$ cat src/rtl/bram_frame_streamer_if.sv
// ----------------------------------------------------------------------------
// bram_frame_streamer_if
// AXI4-Stream bundle for the lattice output path.
//   tvalid/tdata/tstrb/tlast/tuser : master -> slave
//   tready                         : slave  -> master
// TDATA_WIDTH must be a multiple of 8; tstrb carries one bit per byte.
// ----------------------------------------------------------------------------
interface bram_frame_streamer_if #(
    parameter int unsigned TDATA_WIDTH = 144
);
    logic                     tvalid;
    logic                     tready;
    logic [TDATA_WIDTH-1:0]   tdata;
    logic [TDATA_WIDTH/8-1:0] tstrb;
    logic                     tlast;
    logic                     tuser;

    modport master (
        output tvalid, tdata, tstrb, tlast, tuser,
        input  tready
    );

    modport slave (
        input  tvalid, tdata, tstrb, tlast, tuser,
        output tready
    );
endinterface

$ cat src/rtl/bram_frame_streamer.sv
// ----------------------------------------------------------------------------
// bram_frame_streamer
// Sweeps DEPTH BRAM addresses per frame and streams one node (CHANNELS packed
// direction values) per AXIS beat. A credit-limited issue side plus a small
// return FIFO absorbs BRAM read latency and arbitrary tready backpressure.
//
// Ports:
//   m00_axis_aclk    sole clock
//   m00_axis_areset  synchronous active-high reset
//   frame_ready      frame start request, only honoured while idle
//   busy             frame in progress (accept edge .. final beat handshake)
//   frame_done       one-cycle pulse after the final beat handshake
//   read_en          BRAM read strobe
//   read_addr        BRAM read address (holds while read_en is low)
//   rd_data          BRAM read data, channel 0 in the LSBs
//   m00_axis         AXIS master (tuser = first node, tlast = frame/row end)
// ----------------------------------------------------------------------------
module bram_frame_streamer #(
    parameter int unsigned DATA_WIDTH    = 16,
    parameter int unsigned CHANNELS      = 9,
    parameter int unsigned DEPTH         = 2500,
    parameter int unsigned ADDRESS_WIDTH = 12,
    parameter int unsigned ROW_LEN       = 50,
    parameter int unsigned READ_LATENCY  = 1,
    parameter int unsigned TLAST_MODE    = 0
) (
    input  logic                           m00_axis_aclk,
    input  logic                           m00_axis_areset,
    input  logic                           frame_ready,
    output logic                           busy,
    output logic                           frame_done,
    output logic                           read_en,
    output logic [ADDRESS_WIDTH-1:0]       read_addr,
    input  logic [CHANNELS*DATA_WIDTH-1:0] rd_data,
    bram_frame_streamer_if.master          m00_axis
);
    localparam int unsigned TDATA_WIDTH = CHANNELS * DATA_WIDTH;
    localparam int unsigned FIFO_DEPTH  = READ_LATENCY + 2;
    localparam int unsigned PTR_WIDTH   = $clog2(FIFO_DEPTH);
    localparam int unsigned OCC_WIDTH   = $clog2(FIFO_DEPTH + 1);

    localparam logic [ADDRESS_WIDTH-1:0] LAST_NODE = ADDRESS_WIDTH'(DEPTH - 1);
    localparam logic [ADDRESS_WIDTH-1:0] LAST_COL  = ADDRESS_WIDTH'(ROW_LEN - 1);
    localparam logic [PTR_WIDTH-1:0]     LAST_SLOT = PTR_WIDTH'(FIFO_DEPTH - 1);
    localparam logic [OCC_WIDTH-1:0]     CREDITS   = OCC_WIDTH'(FIFO_DEPTH);

    typedef enum logic [1:0] {IDLE, STREAM, FLUSH} state_t;

    state_t                   state_q, state_d;
    logic [ADDRESS_WIDTH-1:0] issue_cnt;
    logic [ADDRESS_WIDTH-1:0] send_cnt;
    logic [ADDRESS_WIDTH-1:0] row_cnt;
    logic [READ_LATENCY-1:0]  tag_sr;
    logic [TDATA_WIDTH-1:0]   fifo_mem [FIFO_DEPTH];
    logic [PTR_WIDTH-1:0]     wr_ptr, rd_ptr;
    logic [OCC_WIDTH-1:0]     fifo_count;
    logic [OCC_WIDTH-1:0]     in_flight;

    logic accept, fifo_empty, push, pop, last_issue, last_beat;

    // Reads still travelling through the BRAM pipeline each hold a FIFO slot.
    always_comb begin
        in_flight = '0;
        for (int unsigned i = 0; i < READ_LATENCY; i++) begin
            in_flight = in_flight + OCC_WIDTH'(tag_sr[i]);
        end
    end

    assign accept     = (state_q == IDLE) && frame_ready;
    assign fifo_empty = (fifo_count == '0);
    assign push       = tag_sr[READ_LATENCY-1];
    assign pop        = m00_axis.tvalid && m00_axis.tready;
    assign read_en    = (state_q == STREAM) && ((fifo_count + in_flight) < CREDITS);
    assign read_addr  = issue_cnt;
    assign last_issue = read_en && (issue_cnt == LAST_NODE);
    assign last_beat  = pop && (send_cnt == LAST_NODE);
    assign busy       = (state_q != IDLE);

    always_comb begin
        state_d = state_q;
        unique case (state_q)
            IDLE:    if (frame_ready) state_d = STREAM;
            STREAM:  if (last_issue)  state_d = FLUSH;
            FLUSH:   if (last_beat)   state_d = IDLE;
            default: state_d = IDLE;
        endcase
    end

    always_ff @(posedge m00_axis_aclk) begin
        if (m00_axis_areset) begin
            state_q    <= IDLE;
            frame_done <= 1'b0;
            issue_cnt  <= '0;
            send_cnt   <= '0;
            row_cnt    <= '0;
            tag_sr     <= '0;
            wr_ptr     <= '0;
            rd_ptr     <= '0;
            fifo_count <= '0;
        end else begin
            state_q    <= state_d;
            frame_done <= last_beat;
            tag_sr     <= (tag_sr << 1) | READ_LATENCY'(read_en);

            // Counters park on the last node so they never wrap mid-frame.
            if (accept) begin
                issue_cnt <= '0;
                send_cnt  <= '0;
                row_cnt   <= '0;
            end else begin
                if (read_en && !last_issue) issue_cnt <= issue_cnt + ADDRESS_WIDTH'(1);
                if (pop && !last_beat)      send_cnt  <= send_cnt + ADDRESS_WIDTH'(1);
                if (pop) row_cnt <= (row_cnt == LAST_COL) ? '0 : row_cnt + ADDRESS_WIDTH'(1);
            end

            if (push) wr_ptr <= (wr_ptr == LAST_SLOT) ? '0 : wr_ptr + PTR_WIDTH'(1);
            if (pop)  rd_ptr <= (rd_ptr == LAST_SLOT) ? '0 : rd_ptr + PTR_WIDTH'(1);

            unique case ({push, pop})
                2'b10:   fifo_count <= fifo_count + OCC_WIDTH'(1);
                2'b01:   fifo_count <= fifo_count - OCC_WIDTH'(1);
                default: fifo_count <= fifo_count;
            endcase
        end
    end

    // Storage needs no reset: the output mux masks it while the FIFO is empty.
    always_ff @(posedge m00_axis_aclk) begin
        if (push) fifo_mem[wr_ptr] <= rd_data;
    end

    // The credit check on read_en must make a push into a full FIFO impossible.
    always_ff @(posedge m00_axis_aclk) begin
        if (!m00_axis_areset) begin
            assert (!(push && !pop && (fifo_count == CREDITS)));
        end
    end

    always_comb begin
        m00_axis.tvalid = !fifo_empty;
        m00_axis.tdata  = fifo_empty ? '0 : fifo_mem[rd_ptr];
        m00_axis.tstrb  = '1;
        m00_axis.tuser  = !fifo_empty && (send_cnt == '0);
        if (TLAST_MODE == 1) begin
            m00_axis.tlast = !fifo_empty && (row_cnt == LAST_COL);
        end else begin
            m00_axis.tlast = !fifo_empty && (send_cnt == LAST_NODE);
        end
    end
endmodule

$ cat src/flat_wrapper.sv
// flat-port wrapper written by rule: the top's interface ports become plain ports
module bram_frame_streamer_flat 
#(
    parameter int unsigned DATA_WIDTH    = 16,
    parameter int unsigned CHANNELS      = 9,
    parameter int unsigned DEPTH         = 2500,
    parameter int unsigned ADDRESS_WIDTH = 12,
    parameter int unsigned ROW_LEN       = 50,
    parameter int unsigned READ_LATENCY  = 1,
    parameter int unsigned TLAST_MODE    = 0
)
  (m00_axis_aclk, m00_axis_areset, frame_ready, busy, frame_done, read_en, read_addr, rd_data, m00_axis_tvalid, m00_axis_tdata, m00_axis_tstrb, m00_axis_tlast, m00_axis_tuser, m00_axis_tready);
  bram_frame_streamer_if #(.TDATA_WIDTH(((16) * (9)))) m00_axis_i ();
  input  logic m00_axis_aclk;
  input  logic m00_axis_areset;
  input  logic frame_ready;
  output logic busy;
  output logic frame_done;
  output logic read_en;
  output logic [ADDRESS_WIDTH-1:0] read_addr;
  input  logic [CHANNELS*DATA_WIDTH-1:0] rd_data;
  output wire logic [$bits(m00_axis_i.tvalid)-1:0] m00_axis_tvalid;
  output wire logic [$bits(m00_axis_i.tdata)-1:0] m00_axis_tdata;
  output wire logic [$bits(m00_axis_i.tstrb)-1:0] m00_axis_tstrb;
  output wire logic [$bits(m00_axis_i.tlast)-1:0] m00_axis_tlast;
  output wire logic [$bits(m00_axis_i.tuser)-1:0] m00_axis_tuser;
  input wire logic [$bits(m00_axis_i.tready)-1:0] m00_axis_tready;
  assign m00_axis_tvalid = m00_axis_i.tvalid;
  assign m00_axis_tdata = m00_axis_i.tdata;
  assign m00_axis_tstrb = m00_axis_i.tstrb;
  assign m00_axis_tlast = m00_axis_i.tlast;
  assign m00_axis_tuser = m00_axis_i.tuser;
  assign m00_axis_i.tready = m00_axis_tready;
  bram_frame_streamer #(.DATA_WIDTH(DATA_WIDTH), .CHANNELS(CHANNELS), .DEPTH(DEPTH), .ADDRESS_WIDTH(ADDRESS_WIDTH), .ROW_LEN(ROW_LEN), .READ_LATENCY(READ_LATENCY), .TLAST_MODE(TLAST_MODE)) u_core (.m00_axis_aclk(m00_axis_aclk), .m00_axis_areset(m00_axis_areset), .frame_ready(frame_ready), .busy(busy), .frame_done(frame_done), .read_en(read_en), .read_addr(read_addr), .rd_data(rd_data), .m00_axis(m00_axis_i));
endmodule
$ cat config.mk
export PLATFORM = sky130hd
export DESIGN_NAME = bram_frame_streamer_flat
export DESIGN_NICKNAME = d
export VERILOG_FILES = /design/src/rtl/bram_frame_streamer_if.sv /design/src/rtl/bram_frame_streamer.sv /design/src/flat_wrapper.sv
export SDC_FILE = /design/constraint.sdc
export NUM_CORES = 1
export LEC_CHECK = 0
export ABC_AREA = 1
export CAP_MARGIN = 10
export CORE_MARGIN = 2
export CORE_UTILIZATION = 58
export DETAILED_ROUTE_END_ITERATION = 6
export PLACE_DENSITY_LB_ADDON = 0.2
export SLEW_MARGIN = 20
export SYNTH_ARGS = -nofsm -noshare
export SYNTH_HDL_FRONTEND = slang
export SYNTH_SLANG_ARGS = --single-unit
export TNS_END_PERCENT = 10
$ cat constraint.sdc
create_clock -name m00_axis_aclk -period 25.9 [get_ports m00_axis_aclk]
set_input_delay 6.475 -clock m00_axis_aclk [delete_from_list [all_inputs] [get_ports m00_axis_aclk]]
set_output_delay 6.475 -clock m00_axis_aclk [all_outputs]
set_load 0.1 [all_outputs]
==> results.yml, run 1 <==
# flow metrics
floorplan:
  core_util_floorplan_pct: 59.0
  ioPinCount: 328
  well_tap_count: 448
  chipArea_um2: 35600
  height_of_the_die_um: 189
  die_x_um: 189
  core_footprint_um2: 33500
clock_network:
  holdBufCountCts: 0
  cts.path.max_buffers: 3
  root_buffer: "sky130_fd_sc_hd__clkbuf_16"
  cts.sink_count: 468
  clk-insertion-delay-late_ps: 530
  worst_setup_hold_path_clk_slew_ps: 60
  cts_setup_buffers: 0
  tritoncts: "done"
  cts.htree.levels: 2
  tritoncts.num_buffers: 47
  cts.repair.resized: 0
finish:
  non_clock_buffer_count: 318
  layout.cells.non_filler: 2349
  inverters: 320
  final-nonclk-buf-share_pct: 13.0
  n_clock_buffer: 61
  layout-area-overhead-vs-synth_pct: 24.1
  flops: 468
  clk_cell_area_share_pct: 5.92
  seq-cell-share_pct: 55.8
  largest_cell_class: "registers"
  num_antenna_cells: 8
  sh_comb_area_pct: 18.0
  layout-drive-gt1-share_pct: 13.5
  flip_flop_and_latch_area_um2: 13700
  num-multi-input-gates: 701
  fillers: 2197
  layout.nets: 2009
  area_of_combinational_cells_with_multiple_inputs_um2: 4430
route:
  vias_per_cell: 5.18
  drt_drc_violations_left: 0
  postRouteAntennaNets: 0
  drt_iter0_drc: 934
  number_of_detailed_route_iterations_in_the_first_pass: 5
setup_path:
  critPathBufInv: 3
  timing.critical_path.to: "m00_axis_tdata[23]"
  worstPathArrival_ps: 3920
  reg2reg_to: "u_core.fifo_mem[1][132]$_DFFE_PP_"
  cp_data_required_time_ps: 19420
  reg2reg_slack_ps: 23320
  worst_path_largest_cell_delay_ps: 1140
  critical_path.top_delay_family: "buffers and inverters"
  critical_path.startpoint_type: "flip-flop"
  worst_r2r_path_depth: 3
  path_depth: 4
  slowest_stage: "sky130_fd_sc_hd__clkdlybuf4s50_1"
  endpoint_kind: "output port"
  worst_r2r_startpoint: "u_core.wr_ptr[0]$_SDFFE_PP0P_"
  crit_fanout: 100
  critical_path.cell_chain: "buf_4 > o21ai_0 > inv_1 > clkdlybuf4s50_1"
  worstSetupPathType: "flip-flop to output port"
hold_path:
  min_path_type: "flip-flop to flip-flop"
  hold_path_end: "u_core.wr_ptr[1]$_SDFFE_PP0P_"
  min_delay_path_depth: 2
  startpoint_of_the_worst_hold_path: "u_core.wr_ptr[1]$_SDFFE_PP0P_"
logic_synthesis:
  share_of_the_yosys_chip_area_belonging_to_registers_pct: 69.2
  dominant_register_cell_in_the_synthesized_netlist: "sky130_fd_sc_hd__edfxtp_1"
  edf_count: 432
  yosys_cells: 1562
  top_area_share_pct: 65.6
  synth_dominant_cell_count: "sky130_fd_sc_hd__edfxtp_1"
  common_cells: "432 x sky130_fd_sc_hd__edfxtp_1, 317 x sky130_fd_sc_hd__inv_1, 165 x sky130_fd_sc_hd__a21oi_1"
  synth.distinct_cells: 36
  syn-mean-instance-area_um2: 12.7
  post_synthesis_chip_area_from_yosys_um2: 19800
  postSynthCellCount: 1562
  synth-seq-cells: 468
  top_cells_by_area: "sky130_fd_sc_hd__edfxtp_1 66%, sky130_fd_sc_hd__mux2_2 8.1%, sky130_fd_sc_hd__inv_1 6.0%"
  syn_area_um2: 19800
  yosys.area.top_type: "sky130_fd_sc_hd__edfxtp_1"
  synthArstFlopShare_pct: 0
  yosys_warnings: 0
placed_design:
  dp.cells: 2255
  detailedPlacementHpwl_mm: 24.7
  gp_congestion: 0.853
  port-buffer-count: 309
power:
  power-per-cell-area_nw_per_um2: 80.3
  static-leakage-power_uw: 0.00974
  worst_ir_drop_vdd_uv: 59.9
sta:
  timing.slew.headroom_pct: 28.8
  fmaxAchievable_mhz: 96.2
  tightestPinTransition_ps: 1060
  report.final.slew_viol_count: 0
  fin_tns_setup_ps: 0
  layout_worst_path_cycle_share_pct: 40.1
  clock-skew-final_ps: 10.9
  setup_violations: 0
  finalWorstPathRequiredPeriod_ps: 10390
  final-hold-violation-count: 0
  rsz_0062_raised_after_global_routing: "no"
grt:
  antenna_violations_before_repair: 9
  grt_first_pass_wirelength_mm: 63.5
  pin_count_of_the_biggest_net_entering_global_routing: 145
  first_global_vias: 12000
  grt_overflow: 0
job:
  log.warning_count: 39
  max-cap-violations: 0
outcome:
  outcome: "finished, final reports clean"
[run 1: per-layer routing]
layer / global-route usage [%] / routed length [um] / part of all wire, %
met2: 36.7 / 19700 / 48
met1: 30.3 / 17100 / 42
met3: 4.19 / 2470 / 6.1
met5: 0 / 13 / 0.032
met4: 9.34 / 1450 / 3.6
[run 1: logic make-up after synthesis]
logic type | share of synthesized area, %
muxes | 8.20
and+or+nand+nor | 4.67
xor gates and xnor gates | 0.398
DFF | 69.2
buffers and inverters | 8.78
other | 0.0190
adders and majority gates | 0.316
AOI/OAI and AO/OA | 8.42
[run 1: state kept, by name, indices dropped and copies added (netlist names), named ones only]
signal and flops:
u_core.wr_ptr 2, u_core.send_cnt 12, u_core.rd_ptr 2, u_core.state_q 2, u_core.fifo_mem 432, u_core.read_addr 12
u_core.fifo_count 2, u_core.frame_done 1, u_core.push 1
[run 1: cells in the final DEF, fill, tap and decap left out, types with 2 or more instances in the layout]
cell type,Yosys,routed
sky130_fd_sc_hd__bufinv_16,0,2
sky130_fd_sc_hd__nand2_1,98,98
sky130_fd_sc_hd__conb_1,1,18
sky130_fd_sc_hd__nand2_4,2,2
sky130_fd_sc_hd__a21oi_1,165,165
sky130_fd_sc_hd__xor2_1,8,8
sky130_fd_sc_hd__mux2_2,143,143
sky130_fd_sc_hd__buf_4,23,7
sky130_fd_sc_hd__dfxtp_1,36,34
sky130_fd_sc_hd__nor3_2,0,2
sky130_fd_sc_hd__o21ai_1,33,33
sky130_fd_sc_hd__clkinvlp_4,0,2
sky130_fd_sc_hd__dfxtp_4,0,2
sky130_fd_sc_hd__edfxtp_1,432,432
sky130_fd_sc_hd__nor3_1,7,5
sky130_fd_sc_hd__clkdlybuf4s50_1,0,309
sky130_fd_sc_hd__nand2_2,7,7
sky130_fd_sc_hd__nor2_2,3,3
sky130_fd_sc_hd__nand4_1,8,8
sky130_fd_sc_hd__nand3_1,23,23
sky130_fd_sc_hd__diode_2,0,8
sky130_fd_sc_hd__buf_12,1,2
sky130_fd_sc_hd__clkinv_2,0,11
sky130_fd_sc_hd__o21ai_0,116,116
sky130_fd_sc_hd__inv_1,317,316
sky130_fd_sc_hd__a21oi_2,8,8
sky130_fd_sc_hd__nor2_4,5,5
sky130_fd_sc_hd__inv_2,3,3
sky130_fd_sc_hd__nor2_1,42,42
sky130_fd_sc_hd__clkbuf_1,19,11
sky130_fd_sc_hd__clkinv_1,0,9
sky130_fd_sc_hd__ha_1,5,5
sky130_fd_sc_hd__clkbuf_16,0,49
[run 1: per-stage QoR]
stage	utilization, %	area (um2)	setup WS, ps	hold WS, ps	power (uW)
after floorplan	-	19900	14900	458	1240
after global placement	68.8	23100	16130	469	1350
after detailed placement	68.8	23100	16080	486	1350
after CTS	73.2	24500	15510	499	1990
after global routing	73.2	24600	15260	509	2040
final	73.2	24600	15510	500	1970
[run 1: report_power, final]
| part | switching [uW] | internal, uW |
|---|---|---|
| combinational | 361 | 122 |
| sequential | 9.80 | 841 |
| clock | 269 | 368 |
| total | 640 | 1330 |
### Signal wires on met1, run 1

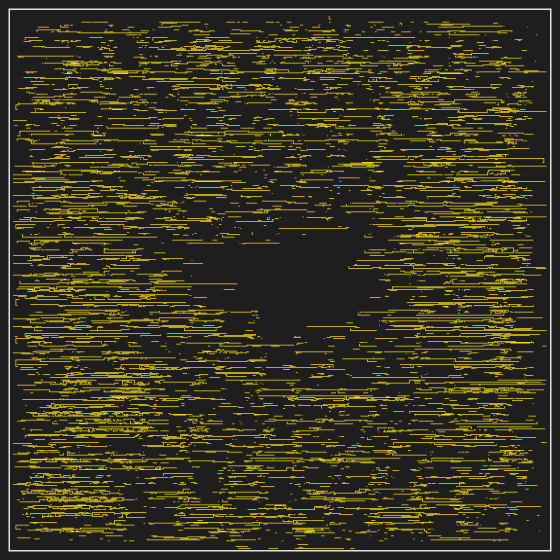
share of all routed wire: 42%
nets with wire on the layer: 1850
wire length on this layer: 17100 um
via count: 12200
DRT Wirelength: 40.8 mm

### Routed metal per tile, run 1

The bar under the picture is 50 um long. The die is cut into 38 by 38 equal tiles; dark blue is low, red is high, scaled to the fullest tile. Values are wire area over tile area, all layers added.
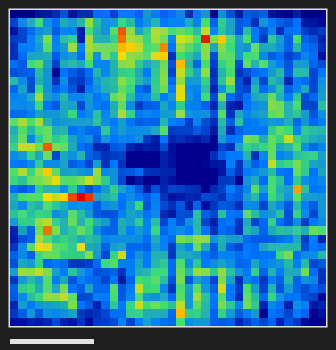
tiles over half the peak: 16%
nearly empty tiles: 3.7%
emptiest ninth of the die: centre
mean routed wirelength per cell: 17.4 um
total global-route track usage: 22.6%

### Signal wires on met3, run 1

The bar under the picture is 50 um long.
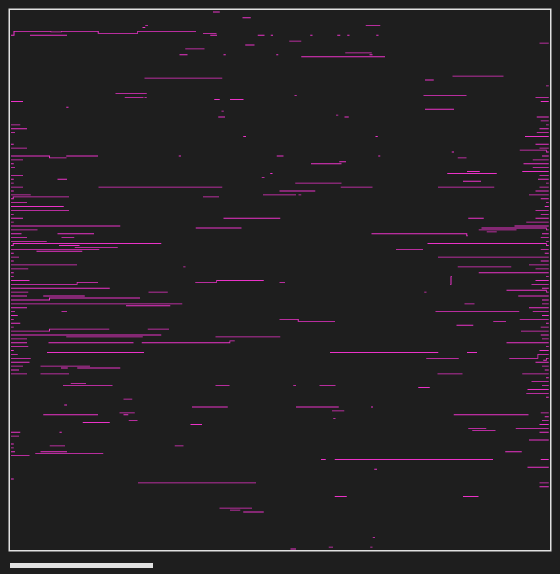
share of all routed wire: 6.1%
main direction: horizontal
longest straight run: 59.6 um
wire length on this layer: 2470 um

### Cells coloured by class, run 1

Fill, decap, tap and diode cells in grey.
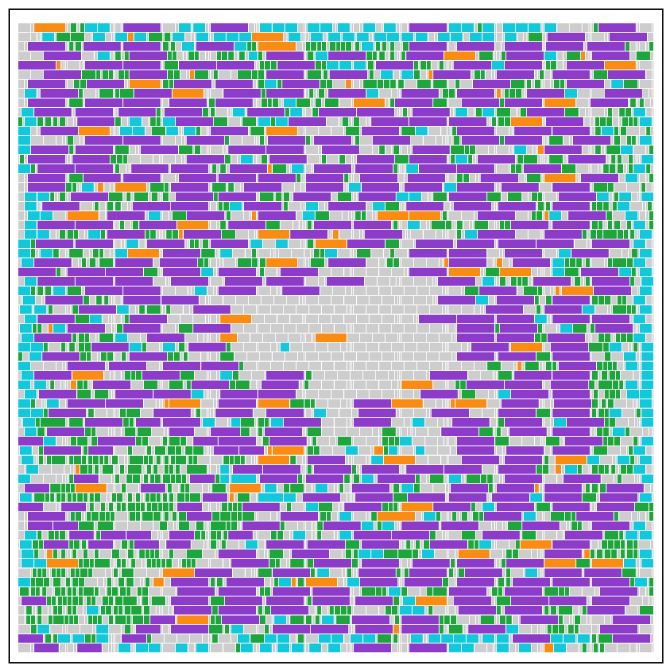
legend:
  flip-flops:
    colour: purple
    cells: 468
    share_of_their_area: 57%
  clock drivers and dummy loads:
    colour: orange
    cells: 86
    share_of_their_area: 6.1%
  all other logic:
    colour: green
    cells: 1021
    share_of_their_area: 24%
  other buffers and delay cells:
    colour: cyan
    cells: 318
    share_of_their_area: 13%
share of the core filled with cells in the final layout: 73.2%
design area: 24600 um2
number of standard-cell rows in the floorplan: 67

### Clock routing, run 1

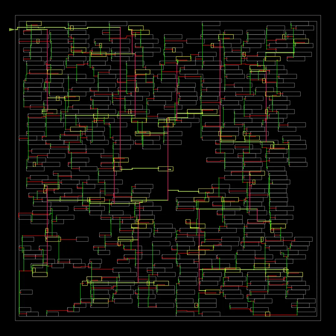

==> inputs of run 2 (changes only) <==
--- a/config.mk
+++ b/config.mk
@@ -8,7 +8,7 @@
 export ABC_AREA = 1
 export CAP_MARGIN = 10
 export CORE_MARGIN = 2
-export CORE_UTILIZATION = 58
+export CORE_UTILIZATION = 54
 export DETAILED_ROUTE_END_ITERATION = 6
 export PLACE_DENSITY_LB_ADDON = 0.2
 export SLEW_MARGIN = 20
==> constraint.sdc (replaced) <==
create_clock -name m00_axis_aclk -period 10.4 [get_ports m00_axis_aclk]
set_input_delay 2.6 -clock m00_axis_aclk [delete_from_list [all_inputs] [get_ports m00_axis_aclk]]
set_output_delay 2.6 -clock m00_axis_aclk [all_outputs]
set_load 0.1 [all_outputs]
### Clock routing, run 2

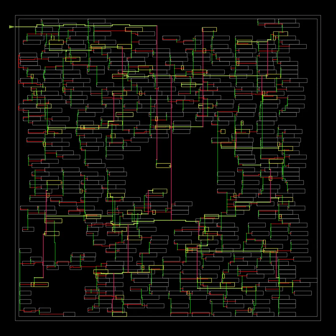
flop count: 468
total clock network power: 1610 uW

==> run 2 against run 1 <==
Against the previous run:
- core utilization fell by 5.5 points
- highest routed layer unchanged
- area after synthesis stayed put
- count of clock-buffer cells in the layout decreased by 3
- wire length increased by 1.3%
- critical endpoint is now m00_axis_tdata[142]
==> results.yml, run 2 <==
# flow metrics
placed_design:
  post_dp_cell_area_um2: 23100
  detailedPlacementHpwl_mm: 25.5
  port-buffer-count: 309
power:
  power-per-cell-area_nw_per_um2: 200
  worst_ir_drop_vdd_uv: 161
finish:
  most-common-layout-cells: "432 x sky130_fd_sc_hd__edfxtp_1, 316 x sky130_fd_sc_hd__inv_1, 309 x sky130_fd_sc_hd__clkdlybuf4s50_1"
  flip_flop_and_latch_area_um2: 13700
  final_layout_top_logic_cell: "sky130_fd_sc_hd__edfxtp_1"
  layout.nets: 2013
  layout.cells.non_filler: 2368
  layout-drive-gt1-share_pct: 13.6
  fillers: 2621
logic_synthesis:
  synth.area.mux_share_pct: 8.20
  yosys.area.top_type: "sky130_fd_sc_hd__edfxtp_1"
  synth.distinct_cells: 36
  synth.comb.largest_family: "buffers and inverters"
  ys_sh_xor_pct: 0.398
  synthArstFlopShare_pct: 0
  top_area_share_pct: 65.6
  top_cells_by_area: "sky130_fd_sc_hd__edfxtp_1 66%, sky130_fd_sc_hd__mux2_2 8.1%, sky130_fd_sc_hd__inv_1 6.0%"
  share_of_the_yosys_chip_area_belonging_to_registers_pct: 69.2
  dominant_register_cell_in_the_synthesized_netlist: "sky130_fd_sc_hd__edfxtp_1"
  postSynthCellCount: 1562
  syn_area_um2: 19800
  synth-simple-area-share_pct: 4.67
outcome:
  outcome: "finished, final reports clean"
floorplan:
  ioPinCount: 328
  die_x_um: 195
  height_of_the_die_um: 195
  chipArea_um2: 38200
clock_network:
  cts.sink_count: 468
  tritoncts.num_buffers: 47
  clk-insertion-delay-late_ps: 550
  tritoncts: "done"
sta:
  rsz_0062_raised_after_global_routing: "no"
  finalWorstPathRequiredPeriod_ps: 6560
  fin_hold_ws_ps: 506
  setup_violations: 0
  tightestPinTransition_ps: 1070
  timing.slew.headroom_pct: 28.8
  layout_worst_path_cycle_share_pct: 63.0
route:
  number_of_detailed_route_iterations_in_the_first_pass: 5
  drt_iter0_drc: 727
  totalWireLength_mm: 41.4
  drt_drc_violations_left: 0
  postRouteAntennaNets: 0
  vias_per_cell: 5.14
  routed-via-count: 12200
  avgRoutedWirePerCell_um: 17.5
grt:
  grt_overflow: 0
  grt_first_pass_wirelength_mm: 63.3
  globalRouteTotalUtil_pct: 21.3
  antenna_violations_before_repair: 7
setup_path:
  reg2reg_to: "u_core.fifo_mem[1][61]$_DFFE_PP_"
  worstPathArrival_ps: 3960
  worstSetupPathType: "flip-flop to output port"
  crit_fanout: 80
hold_path:
  min_path_type: "flip-flop to flip-flop"
  startpoint_of_the_worst_hold_path: "u_core.send_cnt[10]$_SDFFE_PP0P_"
job:
  log.warning_count: 28
[run 2: cell counts after synthesis]
Identical to the previous run, type by type.
[run 2: layer usage]
| layer | wire length [um] | track usage (%) | up-vias |
|---|---|---|---|
| li1 | - | - | 5904 |
| met1 | 16900 | 27.2 | 5815 |
| met2 | 20400 | 35.9 | 350 |
| met3 | 2600 | 4.59 | 87 |
| met4 | 1330 | 8.06 | 8 |
| met5 | 54 | 0 | - |
[run 2: final cells by class]
cell class,count,share of cell area (%)
antenna,3,0.0305
clock buffer,58,5.16
multi-input combinational,701,18.0
tap,468,2.38
clock inverter,28,0.839
timing repair buffer,322,13.0
inverter,320,4.90
sequential,468,55.7
[run 2: report_power, final]
part / switching [uW] / total (uW) / internal, uW
Clock: 671 / 1610 / 938
Sequential: 17.3 / 2110 / 2100
Combinational: 902 / 1210 / 305
[run 2: critical path: stages (launching register included)]
cell                              delay (ps)
sky130_fd_sc_hd__dfxtp_4                 560
sky130_fd_sc_hd__buf_4                   650
sky130_fd_sc_hd__buf_4                   660
sky130_fd_sc_hd__o21ai_0                 200
sky130_fd_sc_hd__inv_1                   140
sky130_fd_sc_hd__clkdlybuf4s50_1        1150
[run 2: per-stage QoR]
stage          power, uW  worst slack [ps]  setup TNS (ps)
3_5_place_dp        3360              4430               0
3_3_place_gp        3350              4460               0
4_1_cts             4970              3820               0
5_1_grt             5090              3590               0
6_report            4930              3840               0
2_1_floorplan       3070              -562          -80870
[run 2: cells by family after synthesis]
| logic type | count (synthesis) |
|---|---|
| mux | 144 |
| xor+xnor | 9 |
| fa+ha+maj | 5 |
| compound gates | 324 |
| buf+inv | 410 |
| flops | 468 |
| simple gates | 201 |
| other cells | 1 |
[run 2: how the worst max path moves through the flow]
| stage | startpoint | end | slack (ps) | depth (start not counted) |
|---|---|---|---|---|
| final | flip-flop | m00_axis_tdata[142] | 3840 | 5 |
| after global routing | flip-flop | m00_axis_tdata[142] | 3590 | 5 |
| after CTS | flip-flop | m00_axis_tdata[142] | 3820 | 5 |
| after detailed placement | flip-flop | m00_axis_tdata[142] | 4430 | 5 |
| after global placement | flip-flop | m00_axis_tdata[142] | 4460 | 5 |
| after floorplan | u_core.push$_SDFF_PP0_ | u_core.fifo_mem[2][0]$_DFFE_PP_ | -560 | 2 |
### Cells coloured by class, run 2

Fill, decap, tap and diode cells in grey.
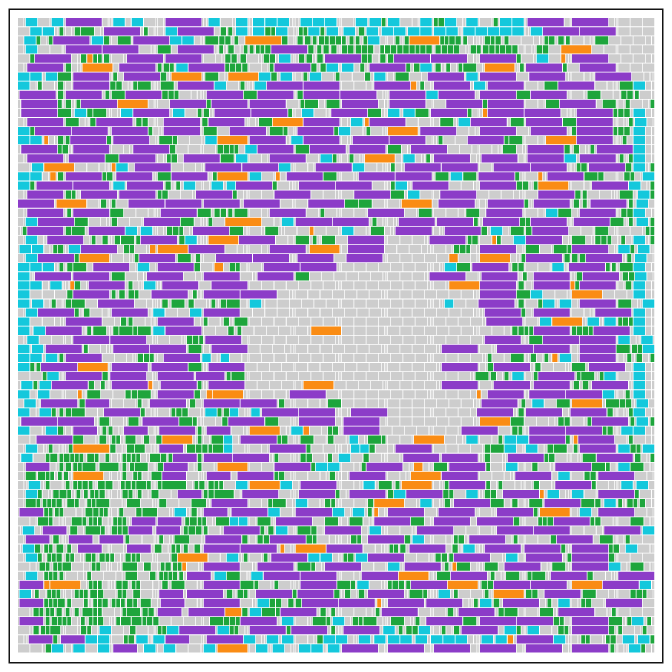

==> inputs of run 3 (changes only) <==
==> constraint.sdc (replaced) <==
create_clock -name m00_axis_aclk -period 6.6 [get_ports m00_axis_aclk]
set_input_delay 1.65 -clock m00_axis_aclk [delete_from_list [all_inputs] [get_ports m00_axis_aclk]]
set_output_delay 1.65 -clock m00_axis_aclk [all_outputs]
set_load 0.1 [all_outputs]
### Cells coloured by class, run 3

Fill, decap, tap and diode cells in grey.
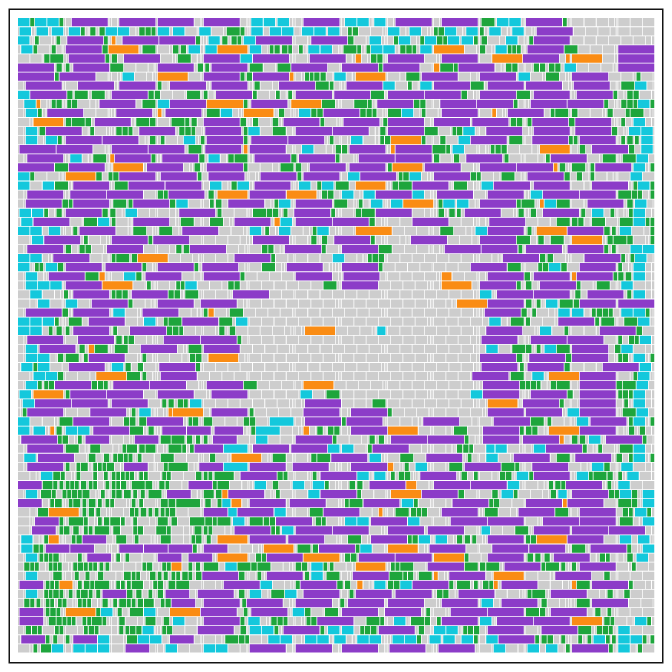
legend:
  other buffers and delay cells:
    colour: cyan
    cells: 319
    share_of_their_area: 13%
  all other logic:
    colour: green
    cells: 1021
    share_of_their_area: 23%
  clock drivers and dummy loads:
    colour: orange
    cells: 88
    share_of_their_area: 6.2%
  flip-flops:
    colour: purple
    cells: 468
    share_of_their_area: 57%
design area: 24700 um2
number of standard-cell rows in the floorplan: 70
Seq/total area: 55.6%

==> run 3 against run 2 <==
Against the previous run:
- largest power group unchanged
- core utilization grew 0.14 points
- clock skew grew 1.6 ps
- critical path depth is the same
- sequential share of layout area shrank 0.11 points
- sequential power grew 58%
- clock power grew 59%
- die size is the same
- via count shrank 0.82%
- final cell count is the same
- register-to-register slack lost 3800 ps
- design area grew 0.20%
==> results.yml, run 3 <==
# flow metrics
outcome:
  outcome: "finished, final reports clean"
logic_synthesis:
  synth-simple-area-share_pct: 4.67
  ys_sh_xor_pct: 0.398
  edf_count: 432
  yosys_cells: 1562
  yosys.area.top_type: "sky130_fd_sc_hd__edfxtp_1"
  top_cells_by_area: "sky130_fd_sc_hd__edfxtp_1 66%, sky130_fd_sc_hd__mux2_2 8.1%, sky130_fd_sc_hd__inv_1 6.0%"
  synthArstFlopShare_pct: 0
  common_cells: "432 x sky130_fd_sc_hd__edfxtp_1, 317 x sky130_fd_sc_hd__inv_1, 165 x sky130_fd_sc_hd__a21oi_1"
  synth-seq-cells: 468
  post_synthesis_chip_area_from_yosys_um2: 19800
  synth_dominant_cell_count: "sky130_fd_sc_hd__edfxtp_1"
  synth.area.mux_share_pct: 8.20
  area_share_of_and_or_or_and_cells_after_synthesis_pct: 8.42
  synth.distinct_cells: 36
  yosys_warnings: 0
  syn_area_um2: 19800
  syn-mean-instance-area_um2: 12.7
  postSynthCellCount: 1562
  top_area_share_pct: 65.6
  synthAdderAreaFrac_pct: 0.316
  share_of_the_yosys_chip_area_belonging_to_registers_pct: 69.2
  dominant_register_cell_in_the_synthesized_netlist: "sky130_fd_sc_hd__edfxtp_1"
  synth.comb.largest_family: "buffers and inverters"
clock_network:
  cts_setup_buffers: 0
  clk-insertion-delay-late_ps: 550
  cts.path.max_buffers: 3
  holdBufCountCts: 0
  root_buffer: "sky130_fd_sc_hd__clkbuf_16"
  tritoncts: "done"
  cts.repair.resized: 0
  worst_setup_hold_path_clk_slew_ps: 60
  cts.sink_count: 468
  tritoncts.num_buffers: 48
power:
  p_clk_share_pct: 32.8
  report.power.total_uw: 7800
  power-per-cell-area_nw_per_um2: 316
  combinationalPowerShare_pct: 24.3
  netSwitchingFraction_pct: 32.4
  internal_power_uw: 5270
  p_seq_share_pct: 42.9
  worst_ir_drop_vdd_uv: 280
  net_switching_power_of_the_design_uw: 2530
placed_design:
  dp.cells: 2276
  post_dp_cell_area_um2: 23100
  port-buffer-count: 309
  detailedPlacementHpwl_mm: 24.2
floorplan:
  die_x_um: 195
  height_of_the_die_um: 195
  ioPinCount: 328
  core_footprint_um2: 36300
  core_util_floorplan_pct: 54.4
  chipArea_um2: 38200
setup_path:
  worst_r2r_startpoint: "u_core.wr_ptr[0]$_SDFFE_PP0P_"
  cp_data_required_time_ps: 4950
  worstSetupPathType: "flip-flop to output port"
  critical_path.startpoint_type: "flip-flop"
  worstPathArrival_ps: 3560
  critical_path.cell_chain: "buf_4 > mux2_2 > o21ai_0 > inv_1 > clkdlybuf4s50_1"
  worst_path_largest_cell_delay_ps: 970
  slowest_stage: "sky130_fd_sc_hd__clkdlybuf4s50_1"
  endpoint_kind: "output port"
  crit_fanout: 40
finish:
  final_layout_top_logic_cell: "sky130_fd_sc_hd__edfxtp_1"
  largest_register: "u_core.fifo_mem"
  most-common-layout-cells: "432 x sky130_fd_sc_hd__edfxtp_1, 316 x sky130_fd_sc_hd__inv_1, 309 x sky130_fd_sc_hd__clkdlybuf4s50_1"
  layout.cells.non_filler: 2368
  fillers: 2596
  layout.nets: 2011
  largest_register_ffs: 432
  layout-drive-gt1-share_pct: 13.6
  layout-area-overhead-vs-synth_pct: 24.6
route:
  number_of_detailed_route_iterations_in_the_first_pass: 5
  avgRoutedWirePerCell_um: 17.2
  drt_iter0_drc: 642
  vias_per_cell: 5.09
  postRouteAntennaNets: 0
  drt_drc_violations_left: 0
  routed-via-count: 12100
  totalWireLength_mm: 40.8
sta:
  tightestPinTransition_ps: 1080
  setup_violations: 0
  fin_tns_setup_ps: 0
  final-hold-violation-count: 0
  fmaxAchievable_mhz: 192
  timing.slew.headroom_pct: 27.5
  finalWorstPathRequiredPeriod_ps: 5210
  clock-skew-final_ps: 19.0
  report.final.slew_viol_count: 0
  layout_worst_path_cycle_share_pct: 79.0
  rsz_0062_raised_after_global_routing: "no"
grt:
  pin_count_of_the_biggest_net_entering_global_routing: 159
  grt_first_pass_wirelength_mm: 63.6
  grt_overflow: 0
  globalRouteTotalUtil_pct: 21.1
  first_global_vias: 12000
  antenna_violations_before_repair: 8
hold_path:
  startpoint_of_the_worst_hold_path: "u_core.rd_ptr[1]$_SDFFE_PP0P_"
  min_path_type: "flip-flop to flip-flop"
job:
  log.warning_count: 37
[run 3: cell types whose count changed in the layout (fill, tap and decap cells not counted)]
cell	change
sky130_fd_sc_hd__buf_4	-7
sky130_fd_sc_hd__clkinv_1	-2
sky130_fd_sc_hd__clkbuf_1	+1
sky130_fd_sc_hd__clkbuf_8	-1
sky130_fd_sc_hd__clkinv_4	+2
sky130_fd_sc_hd__inv_8	+1
sky130_fd_sc_hd__buf_12	+4
sky130_fd_sc_hd__inv_6	+3
sky130_fd_sc_hd__clkinvlp_4	-3
sky130_fd_sc_hd__clkinv_2	+1
sky130_fd_sc_hd__diode_2	+1
[run 3: through the flow]
step	hold WS, ps	utilization, %	worst slack [ps]
6_report	489	67.8	1390
5_1_grt	526	67.8	1230
4_1_cts	496	67.8	1400
3_3_place_gp	472	63.7	1980
3_5_place_dp	485	63.7	1990
2_1_floorplan	464	-	-4360
[run 3: logic make-up after synthesis]
family	count (synthesis)
mux	144
buf+inv	410
flops	468
other cells	1
xor+xnor	9
fa+ha+maj	5
compound gates	324
simple gates	201
[run 3: cell type report]
cell class	count	area, um2	share of cell area [%]
multi-input cells	701	4440	18.0
diodes	4	10.0	0.0406
repair buffers	319	3220	13.1
well taps	468	586	2.38
clock buffers	58	1260	5.11
flip-flops and latches	468	13700	55.6
inverters	320	1210	4.89
clock inverters	30	236	0.959
[run 3: per-layer routing]
layer,vias to the layer above,part of all wire (%),wire (um),global-route usage (%)
met5,-,0.12,51,0
met3,64,5.9,2430,4.59
li1,5910,-,-,-
met2,316,49,19900,35.2
met1,5766,43,17400,27.9
met4,8,2.4,989,6.36
[run 3: worst paths after layout]
path                                       to  slack (ps)  cells after the start
max                        m00_axis_tdata[32]        1390                      5
min                                 flip-flop         490                      2
max reg2reg  u_core.fifo_mem[1][70]$_DFFE_PP_        4000                      3
min reg2reg                         flip-flop         490                      2
[run 3: power groups by stage]
stage                     logic (uW)  clock network [uW]  registers, uW
after global routing            1990                2720           3350
final                           1900                2560           3340
after global placement          1890                   0           3400
after CTS                       1910                2610           3340
after detailed placement        1900                   0           3400
after floorplan                 1450                   0           3390
[run 3: worst max-delay path: cells and delay by family, from the launching register on]
kind / cells / cell delay [ps]
buffers and inverters: 3 / 1580
flip-flops: 1 / 740
multiplexers: 1 / 380
AND-OR/OR-AND: 1 / 240
No activity file was given, so power comes from the tool's default toggle rates.
